### Wires at chosen ports, followed through buffers, run 1

Scale bar: 20 microns.
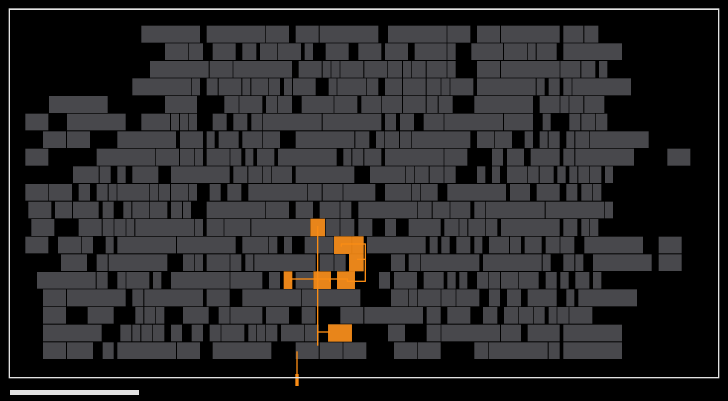
### Wiring heat map, run 1

22 x 11 tiles, from dark blue (low) to red (high), scaled to the fullest tile. Values are wire area over tile area, all layers added.
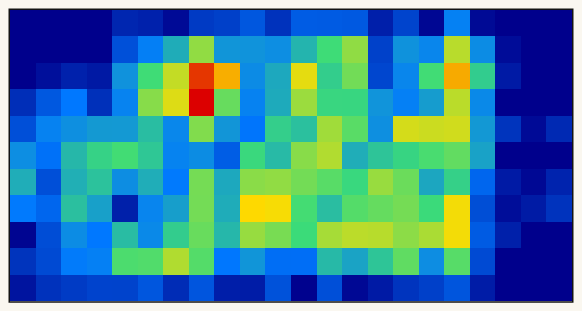
### Clock nets, run 1

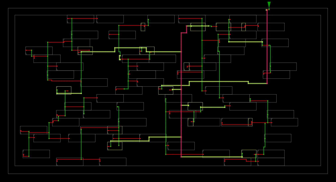
===== src/rtl/lsf_rbin_pkg.sv =====
// Shared types and helpers for the LSF r-bin stream (producer side and histogram side).
package lsf_rbin_pkg;

  typedef logic [7:0] rbin_t;

  // Bin code sent for hits outside the histogram range; the histogram ignores it.
  localparam rbin_t RBIN_OOR  = 8'hFF;
  localparam int    RBINS_MAX = 128;

  typedef enum logic [2:0] {
    IDLE,
    CLEAR,
    STREAM,
    DRAIN,
    DONE
  } tx_state_e;

  // Eight-bit counter increment that sticks at all-ones instead of wrapping.
  function automatic logic [7:0] sat_inc8(input logic [7:0] v);
    logic [7:0] r;
    r = (v == 8'hFF) ? v : v + 8'd1;
    return r;
  endfunction

endpackage


===== src/rtl/rbin_skid_buffer.sv =====
// Two-entry skid buffer between the binning stage and the r_bin stream.
// The upstream ready is a flop computed from next-cycle occupancy, so there is
// no combinational path from m_ready back to s_ready. empty_nxt tells the
// owner that the buffer will be empty after the current edge.
module rbin_skid_buffer #(
  parameter int W = 9
) (
  input  logic         clk,
  input  logic         rst_n,
  input  logic         s_valid,
  output logic         s_ready,
  input  logic [W-1:0] s_data,
  output logic         m_valid,
  input  logic         m_ready,
  output logic [W-1:0] m_data,
  output logic         empty_nxt
);

  logic [W-1:0] head_q, head_d;
  logic [W-1:0] tail_q, tail_d;
  logic [1:0]   count_q, count_d;
  logic         s_ready_q, s_ready_d;
  logic         push, pop;

  assign push = s_valid & s_ready_q;
  assign pop  = m_ready & (count_q != 2'd0);

  // Occupancy update: head is always the oldest entry, tail only holds the skid slot.
  always_comb begin
    head_d  = head_q;
    tail_d  = tail_q;
    count_d = count_q;
    case (count_q)
      2'd0: begin
        if (push) begin
          head_d  = s_data;
          count_d = 2'd1;
        end
      end
      2'd1: begin
        if (push && pop) begin
          head_d = s_data;
        end else if (push) begin
          tail_d  = s_data;
          count_d = 2'd2;
        end else if (pop) begin
          count_d = 2'd0;
        end
      end
      2'd2: begin
        // s_ready is low while full, so only a pop can happen here.
        if (pop) begin
          head_d  = tail_q;
          count_d = 2'd1;
        end
      end
      default: count_d = 2'd0;
    endcase
    s_ready_d = (count_d != 2'd2);
  end

  // Buffer storage and registered upstream ready.
  always_ff @(posedge clk or negedge rst_n) begin
    if (!rst_n) begin
      head_q    <= '0;
      tail_q    <= '0;
      count_q   <= 2'd0;
      s_ready_q <= 1'b1;
    end else begin
      head_q    <= head_d;
      tail_q    <= tail_d;
      count_q   <= count_d;
      s_ready_q <= s_ready_d;
    end
  end

  assign s_ready   = s_ready_q;
  assign m_valid   = (count_q != 2'd0);
  assign m_data    = head_q;
  assign empty_nxt = (count_d == 2'd0);

endmodule


===== src/rtl/rbin_stream_tx.sv =====
// Producer side of the LSF r-bin stream: quantises hit r values into histogram
// bins, streams them through a skid buffer, and sequences reset_rbins/enable_V
// around each event (CLEAR -> STREAM -> DRAIN -> DONE).
// Build option RBIN_DROP_OOR_EN: out-of-range hits are counted but not sent.
module rbin_stream_tx
  import lsf_rbin_pkg::*;
#(
  parameter int RBINS        = 128,
  parameter int R_W          = 16,
  parameter int R_MIN        = 0,
  parameter int BIN_SHIFT    = 4,
  parameter int CLR_CYCLES   = 130,
  parameter int DRAIN_CYCLES = 4
) (
  input  logic           clk,
  input  logic           rst_n,
  input  logic           event_start,
  input  logic [R_W-1:0] hit_r_TDATA,
  input  logic           hit_r_TVALID,
  input  logic           hit_r_TLAST,
  output logic           hit_r_TREADY,
  output logic [7:0]     r_bin_V_TDATA,
  output logic           r_bin_V_TVALID,
  input  logic           r_bin_V_TREADY,
  output logic           reset_rbins,
  output logic           enable_V,
  output logic           event_done,
  output logic           busy,
  output logic [7:0]     hits_sent,
  output logic [7:0]     oor_count,
  output logic           start_err
);

  localparam logic [7:0] CLR_LAST   = 8'(CLR_CYCLES - 1);
  localparam logic [7:0] DRAIN_LAST = 8'(DRAIN_CYCLES - 1);

  // r is widened by one bit before subtracting R_MIN so the difference cannot overflow.
  function automatic rbin_t quantise(input logic [R_W-1:0] r);
    logic signed [R_W:0] diff;
    logic [R_W:0]        idx;
    rbin_t               res;
    diff = $signed({r[R_W-1], r}) - $signed((R_W+1)'(R_MIN));
    idx  = $unsigned(diff) >> BIN_SHIFT;
    if (!diff[R_W] && (idx < (R_W+1)'(RBINS)))
      res = {1'b0, idx[6:0]};
    else
      res = RBIN_OOR;
    return res;
  endfunction

  tx_state_e  state_q;
  logic [7:0] clr_cnt_q;
  logic [7:0] drain_cnt_q;
  logic       reset_rbins_q;
  logic       enable_q;
  logic       done_q;
  logic       tready_en_q;
  logic       drop_last_q;
  logic [7:0] hits_q;
  logic [7:0] oor_q;
  logic       start_err_q;

  rbin_t      bin_w;
  logic       oor_w;
  logic       acc, acc_last, pop;
  logic       push_valid, drop_last;
  logic       skid_s_ready, skid_m_valid, empty_nxt;
  logic [8:0] skid_m_data;
  logic       m_last, drain_go;

  assign bin_w    = quantise(hit_r_TDATA);
  assign oor_w    = (bin_w == RBIN_OOR);
  assign acc      = hit_r_TVALID & hit_r_TREADY;
  assign acc_last = acc & hit_r_TLAST;
  assign pop      = skid_m_valid & r_bin_V_TREADY;
  assign m_last   = skid_m_data[8];

`ifdef RBIN_DROP_OOR_EN
  // Out-of-range hits are consumed without entering the buffer.
  assign push_valid = hit_r_TVALID & tready_en_q & ~oor_w;
  assign drop_last  = acc_last & oor_w;
`else
  assign push_valid = hit_r_TVALID & tready_en_q;
  assign drop_last  = 1'b0;
`endif

  // The event ends once the last hit has left (or was dropped) and the buffer is empty.
  assign drain_go = empty_nxt & ((pop & m_last) | drop_last | drop_last_q);

  rbin_skid_buffer #(
    .W(9)
  ) u_skid (
    .clk      (clk),
    .rst_n    (rst_n),
    .s_valid  (push_valid),
    .s_ready  (skid_s_ready),
    .s_data   ({hit_r_TLAST, bin_w}),
    .m_valid  (skid_m_valid),
    .m_ready  (r_bin_V_TREADY),
    .m_data   (skid_m_data),
    .empty_nxt(empty_nxt)
  );

  // Event sequencer with registered histogram control pins and per-event counters.
  always_ff @(posedge clk or negedge rst_n) begin
    if (!rst_n) begin
      state_q       <= IDLE;
      clr_cnt_q     <= 8'd0;
      drain_cnt_q   <= 8'd0;
      reset_rbins_q <= 1'b0;
      enable_q      <= 1'b0;
      done_q        <= 1'b0;
      tready_en_q   <= 1'b0;
      drop_last_q   <= 1'b0;
      hits_q        <= 8'd0;
      oor_q         <= 8'd0;
      start_err_q   <= 1'b0;
    end else begin
      done_q <= 1'b0;
      if (event_start && (state_q != IDLE))
        start_err_q <= 1'b1;
      case (state_q)
        IDLE: begin
          if (event_start) begin
            state_q       <= CLEAR;
            reset_rbins_q <= 1'b1;
            clr_cnt_q     <= 8'd0;
            hits_q        <= 8'd0;
            oor_q         <= 8'd0;
            drop_last_q   <= 1'b0;
          end
        end
        CLEAR: begin
          if (clr_cnt_q == CLR_LAST) begin
            state_q       <= STREAM;
            reset_rbins_q <= 1'b0;
            enable_q      <= 1'b1;
            tready_en_q   <= 1'b1;
          end else begin
            clr_cnt_q <= clr_cnt_q + 8'd1;
          end
        end
        STREAM: begin
          if (pop)
            hits_q <= sat_inc8(hits_q);
          if (acc && oor_w)
            oor_q <= sat_inc8(oor_q);
          if (acc_last)
            tready_en_q <= 1'b0;
          if (drop_last)
            drop_last_q <= 1'b1;
          if (drain_go) begin
            state_q     <= DRAIN;
            drain_cnt_q <= 8'd0;
          end
        end
        DRAIN: begin
          if (drain_cnt_q == DRAIN_LAST) begin
            state_q  <= DONE;
            enable_q <= 1'b0;
            done_q   <= 1'b1;
          end else begin
            drain_cnt_q <= drain_cnt_q + 8'd1;
          end
        end
        DONE: begin
          state_q <= IDLE;
        end
        default: state_q <= IDLE;
      endcase
    end
  end

  assign hit_r_TREADY   = tready_en_q & skid_s_ready;
  assign r_bin_V_TDATA  = skid_m_data[7:0];
  assign r_bin_V_TVALID = skid_m_valid;
  assign reset_rbins    = reset_rbins_q;
  assign enable_V       = enable_q;
  assign event_done     = done_q;
  assign busy           = (state_q != IDLE);
  assign hits_sent      = hits_q;
  assign oor_count      = oor_q;
  assign start_err      = start_err_q;

endmodule


===== config.mk =====
export PLATFORM = sky130hd
export DESIGN_NAME = rbin_stream_tx
export DESIGN_NICKNAME = d
export VERILOG_FILES = /design/src/rtl/lsf_rbin_pkg.sv /design/src/rtl/rbin_skid_buffer.sv /design/src/rtl/rbin_stream_tx.sv
export SDC_FILE = /design/constraint.sdc
export NUM_CORES = 1
export LEC_CHECK = 0
export CORE_ASPECT_RATIO = 0.5
export CORE_MARGIN = 2
export CORE_UTILIZATION = 58
export DETAILED_ROUTE_END_ITERATION = 8
export PLACE_DENSITY = 0.9
export SLEW_MARGIN = 20
export SYNTH_ARGS = -nofsm -noshare
export SYNTH_HDL_FRONTEND = slang
export SYNTH_SLANG_ARGS = --single-unit

===== constraint.sdc =====
create_clock -name clk -period 3 [get_ports clk]
set_clock_uncertainty 0.1 [all_clocks]
set_input_delay 0.75 -clock clk [delete_from_list [all_inputs] [get_ports clk]]
set_output_delay 0.75 -clock clk [all_outputs]
set_load 0.01 [all_outputs]

==> results.sh, run 1 <==
# yosys + openroad results
export IMPL_antenna_found_initial=0
export IMPL_fin_setup_tns_ps=0
export IMPL_routabilityCongestion=0.8992
export IMPL_highest_layer="met4"
export IMPL_swShare=0.3528
export IMPL_grt_max_degree=25
export IMPL_die_x_microns=109.5
export IMPL_synthCells=339
export IMPL_avgSynthCellArea_sq_um=9.530
export IMPL_grt_pass1_vias=2642
export IMPL_rows=19
export IMPL_p_seq_w=0.00127
export IMPL_holdCritPathClass="in2async"
export IMPL_post_cts_buffers=0
export IMPL_mux_share=0.07785
export IMPL_htreeDepth=3
export IMPL_edf_count=0
export IMPL_top_logic_kind="simple AND/OR/NAND/NOR gates"
export IMPL_crit_buf_inv=1
export IMPL_hold_worst_slack_ps=204.1
export IMPL_p_int_w=0.001845
export IMPL_final_cell_mix="dfrtp_1, clkdlybuf4s50_1, nor2_1, a21oi_1, nand2_1"
export IMPL_top_cells_by_count="dfrtp_1, nor2_1, a21oi_1"
export IMPL_synth_top_area_share=0.4648
export IMPL_p_sw_w=0.001005
export IMPL_viasPerCell=6.052
export IMPL_grt_use_met3=0.07317
export IMPL_final_util=0.7205
export IMPL_first_pass_iters=5
export IMPL_power_leakage_nw=1.660
export IMPL_fin_nets=412
export IMPL_hold_viol_final=0
export IMPL_drcViolationCount=0
export IMPL_vias=2796
export IMPL_fp_util=0.5960
export IMPL_p_per_area_nw_per_um2=729.8
export IMPL_final_layout_size_suffix_gt1_frac=0.1003
export IMPL_dpl_cell_area_sq_um=3746
export IMPL_largestClassByArea="logic gates"
export IMPL_worst_pin_slew_ps=752.7
export IMPL_worstPathMaxFanout=9
export IMPL_cpPeakStageDelay_ps=500
export IMPL_tap_cells=73
export IMPL_inverters=12
export IMPL_ys_cells=339
export IMPL_largestPowerGroup="registers"
export IMPL_core_sq_um=5420
export IMPL_clock_sinks=61
export IMPL_dp_slack_ps=229.8
export IMPL_synth_async_reset_ratio=1.000
export IMPL_most_common_cell="dfrtp_1"
export IMPL_hold_buffers=0
export IMPL_post_cts_resized=0
export IMPL_path_clk_slew_ps=60
export IMPL_placed_cells=447
export IMPL_cp_data_required_time_ps=2150
export IMPL_final_seq_area_sq_um=1528
export IMPL_grt_ovfl_total=0
export IMPL_startpoint="state_q[2]$_DFFE_PN0P_"
export IMPL_bufAreaShareNonClock=0.1371
export IMPL_criticalPathCategory="reg2out"
export IMPL_maxCapViolCount=0
export IMPL_syn2layout_area_growth_pct=20.88
export IMPL_ys_flop_type="dfrtp_1"
export IMPL_critical_path_slowest_cell="clkdlybuf4s50_1"
export IMPL_clkCellAreaFrac=0.04069
export IMPL_pwr_share_comb=0.337
export IMPL_setup_violations=0
export IMPL_outcome="finished clean"
export IMPL_cp_top_family="buffers and inverters"
export IMPL_rsz0062_at_grt="no"
export IMPL_top_area_cell="dfrtp_1"
export IMPL_ys_ff=61
export IMPL_max_freq_mhz=381.1
export IMPL_reg2reg_slack_ps=840
export IMPL_buffers=56
export IMPL_lay_top_count="dfrtp_1"
export IMPL_clkbuf_count=13
export IMPL_end_kind="output pin"
export IMPL_slew_viol_final=0
## Picture notes: 'Wires at chosen ports, followed through buffers'
r_bin_V_TREADY -> orange  # bits 1, direction input, end cells 8, wire 47.6 microns
IO Pins: 53
IO Port Bufs: 48

## Picture notes: 'Wiring heat map'
fullest tile = 0.60
nearly empty tiles = 15%
tiles over half the peak = 24%
mean over tiles = 0.18
densest ninth of the die = middle

## Picture notes: 'Clock nets'
Clock Power: 0.000618 W
flop count: 61
CTS Buf Count: 9

==> inputs of run 2 (changes only) <==
--- a/config.mk
+++ b/config.mk
@@ -9,7 +9,7 @@
 export CORE_MARGIN = 2
 export CORE_UTILIZATION = 58
 export DETAILED_ROUTE_END_ITERATION = 8
-export PLACE_DENSITY = 0.9
+export PLACE_DENSITY = 0.86
 export SLEW_MARGIN = 20
 export SYNTH_ARGS = -nofsm -noshare
 export SYNTH_HDL_FRONTEND = slang
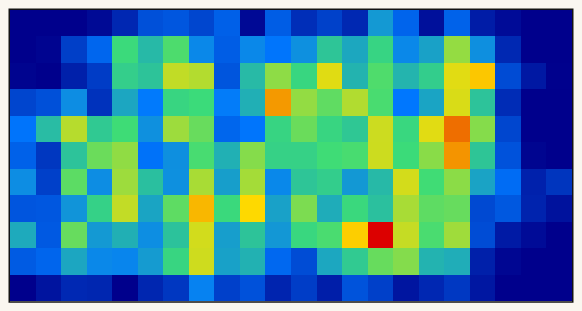
*Wiring heat map, run 2*
22 x 11 tiles, from dark blue (low) to red (high), scaled to the fullest tile. Values are wire area over tile area, all layers added.
nearly empty tiles = 12%
fullest tile = 0.56
mean over tiles = 0.18
densest ninth of the die = middle
tiles over half the peak = 24%
per-cell routed wire length: 15.65 microns
Overall Global Routing Usage: 0.2610
detailed-route via count: 2728
Routed WL: 7245 microns

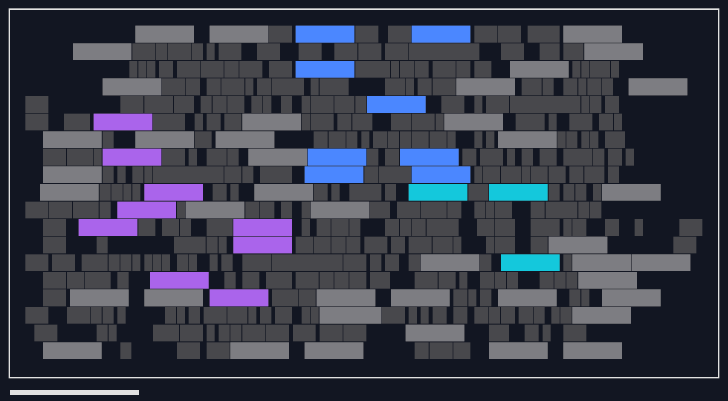
*Register map, names as in the netlist, run 2*
Scale bar: 20 microns. Other sequential cells in the stronger grey, the rest of the logic in the fainter grey.
state_q -> cyan  # sequential cells 3
hits_sent -> blue  # sequential cells 8
u_skid.tail_q -> purple  # sequential cells 9
not coloured = 41
Util after Layout: 0.7394
Seq area share: 0.3812
flip-flop and latch area: 1528 sq um

==> run 2 against run 1 <==
Final cell count rose by 0.22%; global-route usage barely moved; register-to-register slack got worse by 90 ps; synthesized cell count did not move; sequential share of layout area fell by 1.0 points; critical path depth did not move.
==> results.sh, run 2 <==
# yosys + openroad results
export IMPL_swShare=0.3220
export IMPL_bufAreaShareNonClock=0.1336
export IMPL_lay_top_count="dfrtp_1"
export IMPL_largestPowerGroup="registers"
export IMPL_antenna_found_initial=0
export IMPL_clkCellAreaFrac=0.06525
export IMPL_power_leakage_nw=1.706
export IMPL_grt_max_degree=25
export IMPL_critical_path_slowest_cell="clkdlybuf4s50_1"
export IMPL_cpPeakStageDelay_ps=510
export IMPL_dp_slack_ps=209.9
export IMPL_path_clk_slew_ps=70
export IMPL_synth_top_area_share=0.4648
export IMPL_first_pass_iters=5
export IMPL_seq_cell_count=61
export IMPL_top_logic_kind="simple AND/OR/NAND/NOR gates"
export IMPL_placed_cells=447
export IMPL_hold_viol_final=0
export IMPL_fin_setup_tns_ps=0
export IMPL_syn2layout_area_growth_pct=24.05
export IMPL_edf_count=0
export IMPL_grt_use_met3=0.06272
export IMPL_ioPinCount=53
export IMPL_inverters=12
export IMPL_cts_buffers=9
export IMPL_synthCells=339
export IMPL_cp_top_family="buffers and inverters"
export IMPL_grt_pass1_vias=2730
export IMPL_rows=19
export IMPL_synth_async_reset_ratio=1.000
export IMPL_p_per_area_nw_per_um2=795.6
export IMPL_fp_util=0.5960
export IMPL_dpl_cell_area_sq_um=3746
export IMPL_hold_buffers=0
export IMPL_post_cts_resized=0
export IMPL_worstPathMaxFanout=9
export IMPL_core_sq_um=5420
export IMPL_grt_ovfl_total=0
export IMPL_p_seq_w=0.00127
export IMPL_buffers=56
export IMPL_most_common_cell="dfrtp_1"
export IMPL_largestClassByArea="logic gates"
export IMPL_die_x_microns=109.5
export IMPL_final_layout_size_suffix_gt1_frac=0.1103
export IMPL_clkbuf_count=9
export IMPL_holdCritPathClass="in2async"
export IMPL_ys_flop_type="dfrtp_1"
export IMPL_cp_data_required_time_ps=2150
export IMPL_top_area_cell="dfrtp_1"
export IMPL_pwr_share_comb=0.302
export IMPL_max_freq_mhz=381.7
export IMPL_tap_cells=73
export IMPL_io_buffers=48
export IMPL_outcome="finished clean"
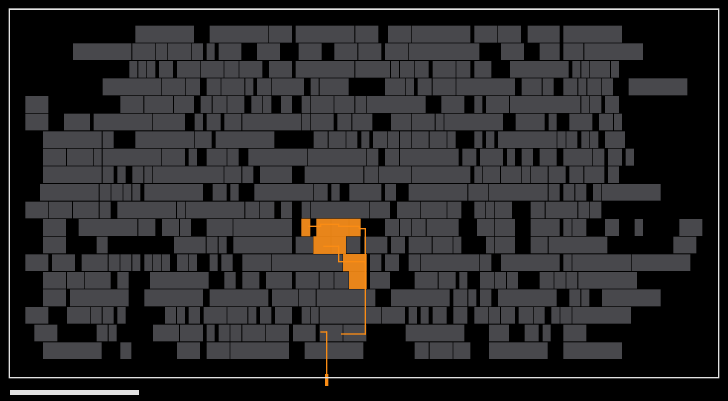
*Wires at chosen ports, followed through buffers, run 2*
Scale bar: 20 microns.
r_bin_V_TREADY -> orange  # bits 1, direction input, end cells 8, wire 46.5 microns

Power figures rest on the tool's default switching activity, not on a simulated workload.
